**Run 1: wiring by layer**

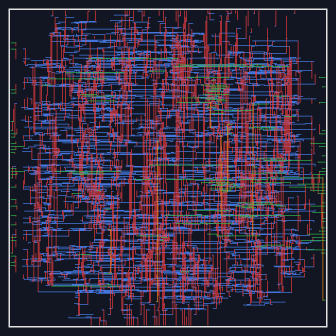
**Run 1: selected gate families**

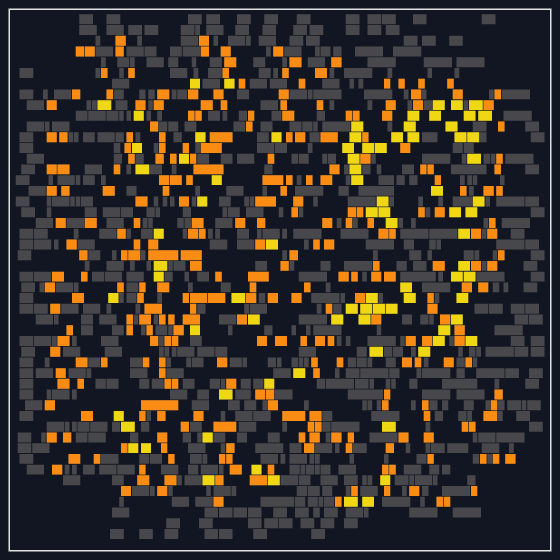
**Run 1: clock routing**

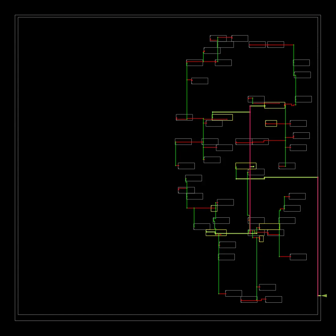
### config.mk
export PLATFORM = sky130hd
export DESIGN_NAME = alu32_stage
export DESIGN_NICKNAME = d
export VERILOG_FILES = /design/src/rtl/alu32_stage.sv
export SDC_FILE = /design/constraint.sdc
export NUM_CORES = 1
export LEC_CHECK = 0
export CORE_MARGIN = 1
export CORE_UTILIZATION = 39
export DETAILED_ROUTE_END_ITERATION = 10
export GPL_ROUTABILITY_DRIVEN = 1
export PLACE_DENSITY_LB_ADDON = 0.08
export SETUP_SLACK_MARGIN = 0.5
export SYNTH_ARGS = -nofsm -noshare
export SYNTH_HDL_FRONTEND = slang
export SYNTH_SLANG_ARGS = --single-unit
### constraint.sdc
create_clock -name clk -period 5 [get_ports clk]
set_input_delay 0.5 -clock clk [delete_from_list [all_inputs] [get_ports clk]]
set_output_delay 0.5 -clock clk [all_outputs]
set_load 0.005 [all_outputs]
### src/rtl/alu32_stage.sv
// Registered 32-bit ALU execute stage with valid/ready handshakes on both sides.
// Logic ops and add/sub finish in one cycle; shifts run one bit per cycle.

module xor32 (
  input  logic [31:0] a,
  input  logic [31:0] b,
  output logic [31:0] y
);
  assign y = a ^ b;
endmodule

module alu32_stage (
  input  logic        clk,
  input  logic        rst_n,
  input  logic        in_valid,
  output logic        in_ready,
  input  logic [2:0]  op,
  input  logic [31:0] a,
  input  logic [31:0] b,
  output logic        out_valid,
  input  logic        out_ready,
  output logic [31:0] y,
  output logic        zero,
  output logic        carry
);
  typedef enum logic [1:0] {IDLE, SHIFT, DONE} state_t;
  typedef enum logic [2:0] {
    OP_AND, OP_OR, OP_XOR, OP_ADD, OP_SUB, OP_SLL, OP_SRL, OP_SRA
  } op_t;

  state_t      state_q;
  op_t         op_q;
  op_t         op_dec;
  logic [4:0]  cnt_q;
  logic [31:0] y_q;
  logic        zero_q, carry_q, in_ready_q, out_valid_q;

  logic [31:0] xor_y, add_b, res_d, sh_y;
  logic [32:0] sum;
  logic        res_c, sh_c, is_sub, is_shift;

  xor32 u_xor (.a(a), .b(b), .y(xor_y));

  assign op_dec   = op_t'(op);
  assign is_sub   = (op_dec == OP_SUB);
  assign is_shift = (op_dec == OP_SLL) || (op_dec == OP_SRL) || (op_dec == OP_SRA);
  // SUB reuses the adder as a + ~b + 1, so carry-out means "no borrow".
  assign add_b    = is_sub ? ~b : b;
  assign sum      = {1'b0, a} + {1'b0, add_b} + {32'b0, is_sub};

  always_comb begin
    res_d = a;
    res_c = 1'b0;
    case (op_dec)
      OP_AND:  res_d = a & b;
      OP_OR:   res_d = a | b;
      OP_XOR:  res_d = xor_y;
      OP_ADD,
      OP_SUB:  begin res_d = sum[31:0]; res_c = sum[32]; end
      default: begin res_d = a; res_c = 1'b0; end
    endcase
  end

  // y_q doubles as the shift working register while in SHIFT.
  always_comb begin
    sh_y = y_q;
    sh_c = 1'b0;
    case (op_q)
      OP_SLL:  begin sh_y = {y_q[30:0], 1'b0};   sh_c = y_q[31]; end
      OP_SRL:  begin sh_y = {1'b0, y_q[31:1]};   sh_c = y_q[0];  end
      OP_SRA:  begin sh_y = {y_q[31], y_q[31:1]}; sh_c = y_q[0]; end
      default: begin sh_y = y_q; sh_c = 1'b0; end
    endcase
  end

  always_ff @(posedge clk) begin
    if (!rst_n) begin
      state_q     <= IDLE;
      op_q        <= OP_AND;
      cnt_q       <= '0;
      y_q         <= '0;
      zero_q      <= 1'b0;
      carry_q     <= 1'b0;
      in_ready_q  <= 1'b0;
      out_valid_q <= 1'b0;
    end else begin
      case (state_q)
        IDLE: begin
          in_ready_q <= 1'b1;
          if (in_valid && in_ready_q) begin
            in_ready_q <= 1'b0;
            op_q       <= op_dec;
            if (is_shift && (b[4:0] != 5'd0)) begin
              y_q     <= a;
              cnt_q   <= b[4:0];
              state_q <= SHIFT;
            end else begin
              y_q         <= res_d;
              carry_q     <= res_c;
              zero_q      <= (res_d == '0);
              out_valid_q <= 1'b1;
              state_q     <= DONE;
            end
          end
        end
        SHIFT: begin
          y_q     <= sh_y;
          carry_q <= sh_c;
          cnt_q   <= cnt_q - 5'd1;
          if (cnt_q == 5'd1) begin
            zero_q      <= (sh_y == '0);
            out_valid_q <= 1'b1;
            state_q     <= DONE;
          end
        end
        DONE: begin
          if (out_ready) begin
            out_valid_q <= 1'b0;
            in_ready_q  <= 1'b1;
            state_q     <= IDLE;
          end
        end
        default: state_q <= IDLE;
      endcase
    end
  end

  assign in_ready  = in_ready_q;
  assign out_valid = out_valid_q;
  assign y         = y_q;
  assign zero      = zero_q;
  assign carry     = carry_q;
endmodule

==> job_summary.md, run 1 <==
### Metrics collected by this job

| Metric | Value |
|---|---|
| M1 WL | `~11 mm` |
| Sequential share of power | `between 20% and 30%` |
| RePlAce Congestion | `0.882` |
| CP Cell Sequence | `clkdlybuf4s50_1 -> nor2_1 -> and2_4 -> clkbuf_4 -> buf_4 -> xnor2_1 -> ha_1 -> o21a_1 -> o22ai_2 -> o311ai_4 -> nor4b_1 -> a311oi_1 -> xnor2_1 -> a221oi_2 -> nand2_1 -> a2111oi_2 -> nand4b_1 -> o31ai_2` |
| Net Sw Frac | `roughly 44%` |
| Final-layout clock buffer total | `6` |
| Max Freq | `roughly 230 MHz` |
| Remaining DRCs | `0` |
| Synth cell types | `approximately 71` |
| Num rows | `49` |
| Clock-cell share | `under 10%` |
| Non-clock buffer share of cell area | `15.5%` |
| Max reg flops | `32` |
| Min Hold Slack | `between 500 and 600 ps` |
| Buf+Inv Stages, Crit Path | `3` |
| Setup violations, final | `0` |
| Comb pwr share | `60.2%` |
| Most instantiated library cell after synthesis | `ha_1` |
| Met3 Use GR | `2.00%` |
| Worst-case clock buffer depth | `2` |
| Clock latency at the later pin of the worst-skew pair | `approximately 290 ps` |
| Outcome | `finished, final reports clean` |
| Slew headroom | `a little under two fifths` |
| Post-synth top area share | `19.0%` |
| Initial antenna violation count | `0` |
| Die Y-Extent | `137 um` |
| P per Cell Area | `about 270 nW/um2` |
| YS chip area | `a little over 7000 um2` |
| DR WL met3 | `between 1 and 1.5 mm` |
| Startpoint types | `primary input` |
| Nonclk buf count | `between 100 and 150` |
| Layout Utilization | `around half` |
| Hold-fix buffer count after cts | `0` |
| Cell count after synthesis | `963` |
| Starting DRT DRC Count | `approximately 470` |
| Cell area leaders | `ha_1 (19%), dfxtp_1 (13%), xnor2_1 (6.5%)` |
| Comb. cell area | `5720 um2` |
| CP arrival | `4490 ps` |
| Chip area | `18,800 um2` |
| FP Core Util | `about two fifths` |
| WS Path Type | `primary input to flip-flop` |
| Worst setup margin | `726 ps` |
| Post-synth ARST share | `0%` |
| Busiest grt layer | `met2` |
| # clock sinks | `46` |
| Aggregate global-route resource usage | `24.4%` |
| CP top delay family | `AND-OR/OR-AND gates` |
| Hold Vio Cnt, Final | `0` |
| Max-cap violations | `0` |
| CTS resizes | `1` |
| Met1 usage | `35.1%` |
| ANT nets after route | `0` |
| Synth Area in XOR/XNOR | `7.27%` |
| Mapped cell area | `7110 um2` |
| Syn Nets | `between 1,000 and 1,500` |
| Tap cells | `229` |
| Top class by area | `logic gates` |
| Syn-to-layout area delta | `22.8%` |
| Vias in the first global route | `6,696` |
| Yosys cell count | `between 900 and 1,000` |
| Tool warnings | `around 69` |
| Yosys warnings | `0` |
| CP max-delay cell | `clkdlybuf4s50_1` |
| Post-CTS Setup Bufs | `0` |
| Simple-gate share of the synthesized area | `14.5%` |
| Seq share, synth | `roughly an eighth` |
| Post-synth top area cell | `ha_1` |
| Design area | `roughly 8700 um2` |
| Post-layout min period | `between 4000 and 5000 ps` |
| Worst hold path class | `flip-flop to flip-flop` |
| CTS tree | `built` |
| First-pass GRT wire length | `around 36 mm` |
| Crit share post-route | `85.5%` |
| Die width | `137 um` |
| Final #Nets | `1,224` |
| Placed insts | `between 1,000 and 1,500` |
| CP Capture Type | `flip-flop` |
| I/O Buffers | `106` |
| Number of enable flip-flop cells | `0` |
| Slew @ Worst Pin | `941 ps` |
| Clock network power share | `14.7%` |
| Max Used Layer | `met4` |
| Detailed placement HPWL | `17.5 mm` |
| Global route overflow | `0` |
| Inverters | `about 80` |
| I/O Pins | `107` |
| Sequential cell area | `921 um2` |
| Sum Neg Setup Slack | `0 ps` |
About 'wiring by layer':
blue -> metal 1  # wire length 11,300 um
green -> metal 3  # wire length 1,100 um
red -> metal 2  # wire length 10,300 um
orange -> metal 4  # wire length 273 um
via count of the routed design: 7,515
Avg WL per Cell: 18.0 um

About 'selected gate families':
orange -> aoi and oai cells  # cells 285, where widely spread
yellow -> non-inverting ao/oa cells  # cells 84
Non-Filler Instances: 1,274
most used logic cell in the final layout: ha_1
combinational share of cell area: 65.5%

About 'clock routing':
clock network power: 348 uW
Flop Count: 46
clk_skew: 8.95 ps

==> run 1: path summary, 6_finish.rpt <==
kind	start	slack, ps	end	cells past startpoint
setup reg to reg	state_q[0]$_SDFFE_PN0P_	1500	zero$_SDFFE_PN0P_	12
hold / removal	out_valid$_SDFFE_PN0P_	500	out_valid$_SDFFE_PN0P_	2
setup / recovery	op[0]	730	zero$_SDFFE_PN0P_	18
hold reg to reg	out_valid$_SDFFE_PN0P_	500	out_valid$_SDFFE_PN0P_	2
==> run 1: power by group through the flow <==
stage	Clock [mW]	Sequential, mW	Combinational, mW
2_1_floorplan	0	0.560	0.906
3_3_place_gp	0	0.600	1.40
3_5_place_dp	0	0.601	1.39
4_1_cts	0.356	0.593	1.40
5_1_grt	0.369	0.609	1.58
6_report	0.348	0.595	1.43
==> run 2: changes to the inputs <==
CAP_MARGIN = 0   (was not set)
**Run 2: clock wires, drivers and flops**

Scale bar: 50 um.
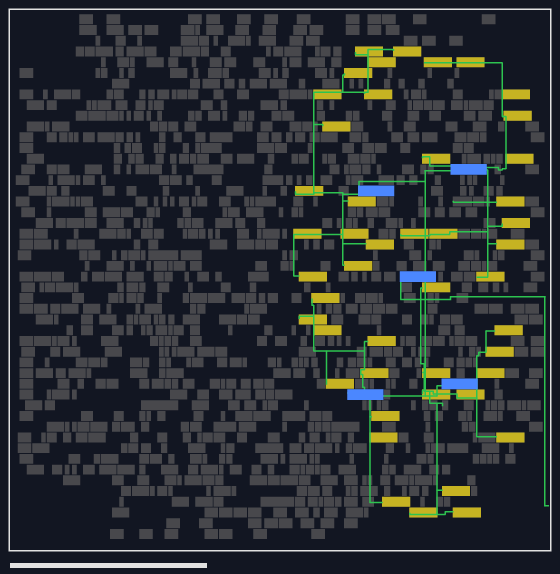
blue -> clock drivers  # count 5
green -> clock wires  # length 714 um
yellow -> flip-flops  # count 46
routed clock nets = 6
clock latency at the later pin of the worst-skew pair: 290 ps
clock network power share: 14.7%

==> run 2 against run 1 <==
Non-clock buffer count stayed put. Total power is the same. Largest power group unchanged. Critical path depth unchanged. Synthesized cell count did not move. Area after synthesis did not move. Worst hold slack unchanged. Global-route usage unchanged.
==> job_summary.md, run 2 <==
### Metrics collected by this job

| Metric | Value |
|---|---|
| Max power group | `combinational cells (unchanged)` |
| Most used logic cell in the final layout | `ha_1 (unchanged)` |
| Max Used Layer | `met4 (unchanged)` |
| Met1 usage | `35.1% (unchanged)` |
| Reg-to-Reg Start | `state_q[0]$_SDFFE_PN0P_ (unchanged)` |
| Placed insts | `1,262 (unchanged)` |
| Buf+Inv Stages, Crit Path | `3 (unchanged)` |
| Most instantiated library cell after synthesis | `ha_1 (unchanged)` |
| Clock network power | `348 uW (about the same)` |
| WS Path Type | `primary input to flip-flop (unchanged)` |
| First-pass GRT wire length | `36.3 mm (unchanged)` |
| Post-synth ARST share | `0% (unchanged)` |
| Post-CTS Setup Bufs | `0 (unchanged)` |
| P per Cell Area | `272 nW/um2 (unchanged)` |
| Global route overflow | `0 (unchanged)` |
| Worst setup margin | `726 ps (unchanged)` |
| Design area | `8730 um2 (unchanged)` |
| Layout Utilization | `48.8% (unchanged)` |
| CP arrival | `4490 ps (about the same)` |
| WHS Endpoint | `out_valid$_SDFFE_PN0P_ (unchanged)` |
| Combinational cell power | `1.43 mW (about the same)` |
| ANT nets after route | `0 (unchanged)` |
| Cell area leaders | `ha_1 (19%), dfxtp_1 (13%), xnor2_1 (6.5%) (unchanged)` |
| Setup violations, final | `0 (unchanged)` |
| Chip area | `18,800 um2 (unchanged)` |
| Cell count after synthesis | `963 (unchanged)` |
| Die Y-Extent | `137 um (unchanged)` |
| Sequential share of power | `25.1% (about the same)` |
| Hold-fix buffer count after cts | `0 (unchanged)` |
| DR WL met3 | `1.10 mm (unchanged)` |
| Num rows | `49 (unchanged)` |
| Crit share post-route | `85.5% (unchanged)` |
| Aggregate global-route resource usage | `24.4% (unchanged)` |
| CP Capture Type | `flip-flop (unchanged)` |
| Syn-to-layout area delta | `22.8% (unchanged)` |
| Outcome | `finished, final reports clean (unchanged)` |
| Hold Startpoint | `out_valid$_SDFFE_PN0P_ (unchanged)` |
| M1 WL | `11.3 mm (unchanged)` |
| I/O Buffers | `106 (unchanged)` |
| CP top delay family | `AND-OR/OR-AND gates (unchanged)` |
| Startpoint types | `primary input (unchanged)` |
| Stages on the worst setup path | `18 (unchanged)` |
| Starting DRT DRC Count | `472 (unchanged)` |
| RePlAce Congestion | `0.882 (unchanged)` |
| Yosys cell count | `963 (unchanged)` |
| CTS resizes | `1 (unchanged)` |
| Slew @ Worst Pin | `941 ps (unchanged)` |
| Max Freq | `234 MHz (unchanged)` |
==> run 2: cell families (layout without fill, tap and decap cells) <==
group | count (synthesis) | after routing | synth area share [%]
AND-OR/OR-AND | 369 | 369 | 36.7
AND/OR/NAND/NOR | 222 | 222 | 14.5
buffers and inverters | 150 | 232 | 8.08
adder cells (fa/ha/maj) | 109 | 109 | 19.3
XOR/XNOR | 59 | 59 | 7.27
flip-flops | 46 | 46 | 13.0
multiplexers | 8 | 8 | 1.14
==> run 2: layout make-up <==
type                    count  area (um2)  share of cell area (%)
clock inverters             2        12.5                   0.143
multi-input cells         767        5720                    65.5
repair buffers            144        1360                    15.5
flip-flops and latches     46         921                    10.5
well taps                 229         287                    3.28
inverters                  80         300                    3.44
clock buffers               6         139                    1.59
==> run 3: changes to the inputs <==
SYNTH_HIERARCHICAL = 1   (was not set)
clock period = 4.4 ns   (was 5 ns; I/O delays follow)
**Run 3: nets reached from selected ports**

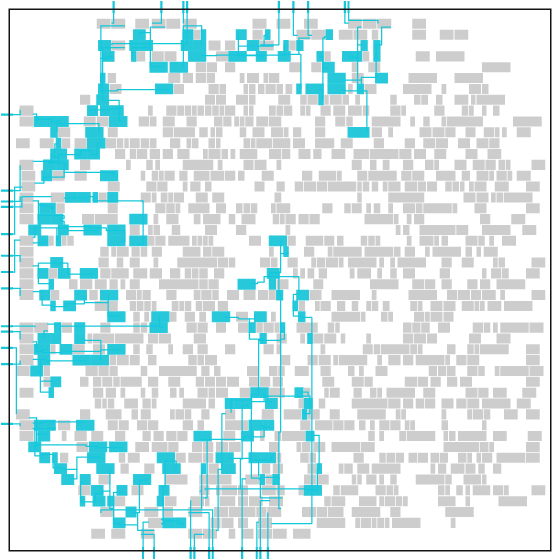
cyan -> a  # bits 32, direction input, edge 13 left, 10 bottom, 9 top, end cells 171, buffers 34, wire 1,570 um
I/O Pins: 107
I/O Buffers: 106

==> run 3 against run 2 <==
Sequential cell count is the same. Cell count grew 5.8%. Global-route usage grew 3.4 points. Clock power up 9.8%. Worst hold slack worse by 5.0 ps. First-iteration DRC count rose by 71%. Clock skew decreased by 4.5 ps. Largest cell class unchanged. Non-clock buffer count up 72.
==> job_summary.md, run 3 <==
### Metrics collected by this job

| Metric | Value |
|---|---|
| Outcome | `finished, final reports clean (unchanged)` |
| Met3 Use GR | `1.91% (was 2.00%)` |
| Startpoint types | `primary input (unchanged)` |
| Net Sw Frac | `44.7% (was 44.5%)` |
| Max Freq | `~260 MHz` |
| WHS Endpoint | `out_valid$_SDFFE_PN0P_ (unchanged)` |
| Die Y-Extent | `135 um (was 137 um)` |
| Area fraction in mux cells | `1.33% (was 1.14%)` |
| Cell area leaders | `dfxtp_1 (13%), xor2_1 (8.3%), ha_1 (8.3%) (was ha_1 (19%), dfxtp_1 (13%), xnor2_1 (6.5%))` |
| Chip area | `18,300 um2 (was 18,800 um2)` |
| CP top delay family | `simple AND/OR/NAND/NOR gates (was AND-OR/OR-AND gates)` |
| RePlAce Congestion | `0.946 (was 0.882)` |
| Layout Utilization | `52.7% (was 48.8%)` |
| Vias in the first global route | `7,377 (was 6,696)` |
| Detailed placement HPWL | `18.7 mm (was 17.5 mm)` |
| Seq. pwr | `648 uW (was 595 uW)` |
| FF-to-FF path depth | `11 (was 12)` |
| Ao+oa area frac | `40.5% (was 36.7%)` |
| Post-synth top area cell | `dfxtp_1 (was ha_1)` |
| Slew headroom | `27.9% (was 37.3%)` |
| Busiest grt layer | `met2 (unchanged)` |
| Num rows | `48 (was 49)` |
| Nonclk buf count | `216 (was 144)` |
| Crit share post-route | `86.2%` |
| Yosys warnings | `6 (was 0)` |
| Initial antenna violation count | `0 (unchanged)` |
| Placed insts | `1,330 (was 1,262)` |
| Clock latency at the later pin of the worst-skew pair | `290 ps (about the same)` |
| Comb pwr share | `62.9% (was 60.2%)` |
| FP Core Util | `40.0% (was 39.7%)` |
| Sum Neg Setup Slack | `0 ps (unchanged)` |
| Max reg flops | `32 (unchanged)` |
| Clock network power | `382 uW (was 348 uW)` |
| Mapped cell area | `6940 um2 (was 7110 um2)` |
| Synth cell types | `79 (was 71)` |
| Adder-Cell Fraction of Synth Area | `8.58% (was 19.3%)` |
| Sequential cell area | `921 um2 (unchanged)` |
| P per Cell Area | `303 nW/um2 (was 272 nW/um2)` |
| Hold Startpoint | `out_valid$_SDFFE_PN0P_ (unchanged)` |
| Global route overflow | `0 (unchanged)` |
| Most instantiated library cell after synthesis | `nand2_1 (was ha_1)` |
| ANT nets after route | `0 (unchanged)` |
| CP Cell Sequence | `dlygate4sd2_1 -> nor3b_4 -> buf_6 -> xnor2_2 -> inv_1 -> fa_2 -> and3b_2 -> o211ai_1 -> and3b_2 -> a2111oi_4 -> a31oi_4 -> buf_6 -> xnor2_1 -> a21oi_2 -> or4b_4 -> o31ai_2 (was clkdlybuf4s50_1 -> nor2_1 -> and2_4 -> clkbuf_4 -> buf_4 -> xnor2_1 -> ha_1 -> o21a_1 -> o22ai_2 -> o311ai_4 -> nor4b_1 -> a311oi_1 -> xnor2_1 -> a221oi_2 -> nand2_1 -> a2111oi_2 -> nand4b_1 -> o31ai_2)` |
| Clock-cell share | `1.52% (was 1.73%)` |
| Min Hold Slack | `499 ps (was 504 ps)` |
| Max-cap violations | `0 (unchanged)` |
| Worst setup margin | `607 ps (was 726 ps)` |
| Worst-case clock buffer depth | `2 (unchanged)` |
| Hold Vio Cnt, Final | `0 (unchanged)` |
| Slew @ Worst Pin | `1080 ps (was 941 ps)` |
| Slack of the worst reg-to-reg path | `1600 ps (was 1500 ps)` |
| Combinational share of cell area | `63.6% (was 65.5%)` |
| Yosys cell count | `981 (was 963)` |
| DR WL met3 | `1.37 mm (was 1.10 mm)` |
| Clk_skew | `4.48 ps (was 8.95 ps)` |
| CTS tree | `built (unchanged)` |
| Met1 usage | `40.6% (was 35.1%)` |
| Hold-fix buffer count after cts | `0 (unchanged)` |
| Seq share, synth | `13.3% (was 13.0%)` |
| Tool warnings | `39 (was 69)` |
-- run 3: netlist changes by cell type after synthesis, sizes merged, moves of 11 or more --
cell,delta
a21oi,+26
a221oi,+13
buf,+13
ha,-62
inv,-56
nand2,+34
nand3,+15
o211ai,+16
o221ai,-11
o22ai,-11
xnor2,-39
xor2,+60
-- run 3: how the worst max path moves through the flow --
stage | startpoint | to | slack [ps] | cells after the start
floorplan | op[1] | zero$_SDFFE_PN0P_ | 520 | 17
global placement | op[2] | zero$_SDFFE_PN0P_ | -50 | 17
detailed placement | op[2] | zero$_SDFFE_PN0P_ | -50 | 15
CTS | b[1] | zero$_SDFFE_PN0P_ | 550 | 17
global route | op[1] | zero$_SDFFE_PN0P_ | 450 | 16
finish | op[1] | zero$_SDFFE_PN0P_ | 610 | 16
No activity file was given, so power comes from the tool's default toggle rates.
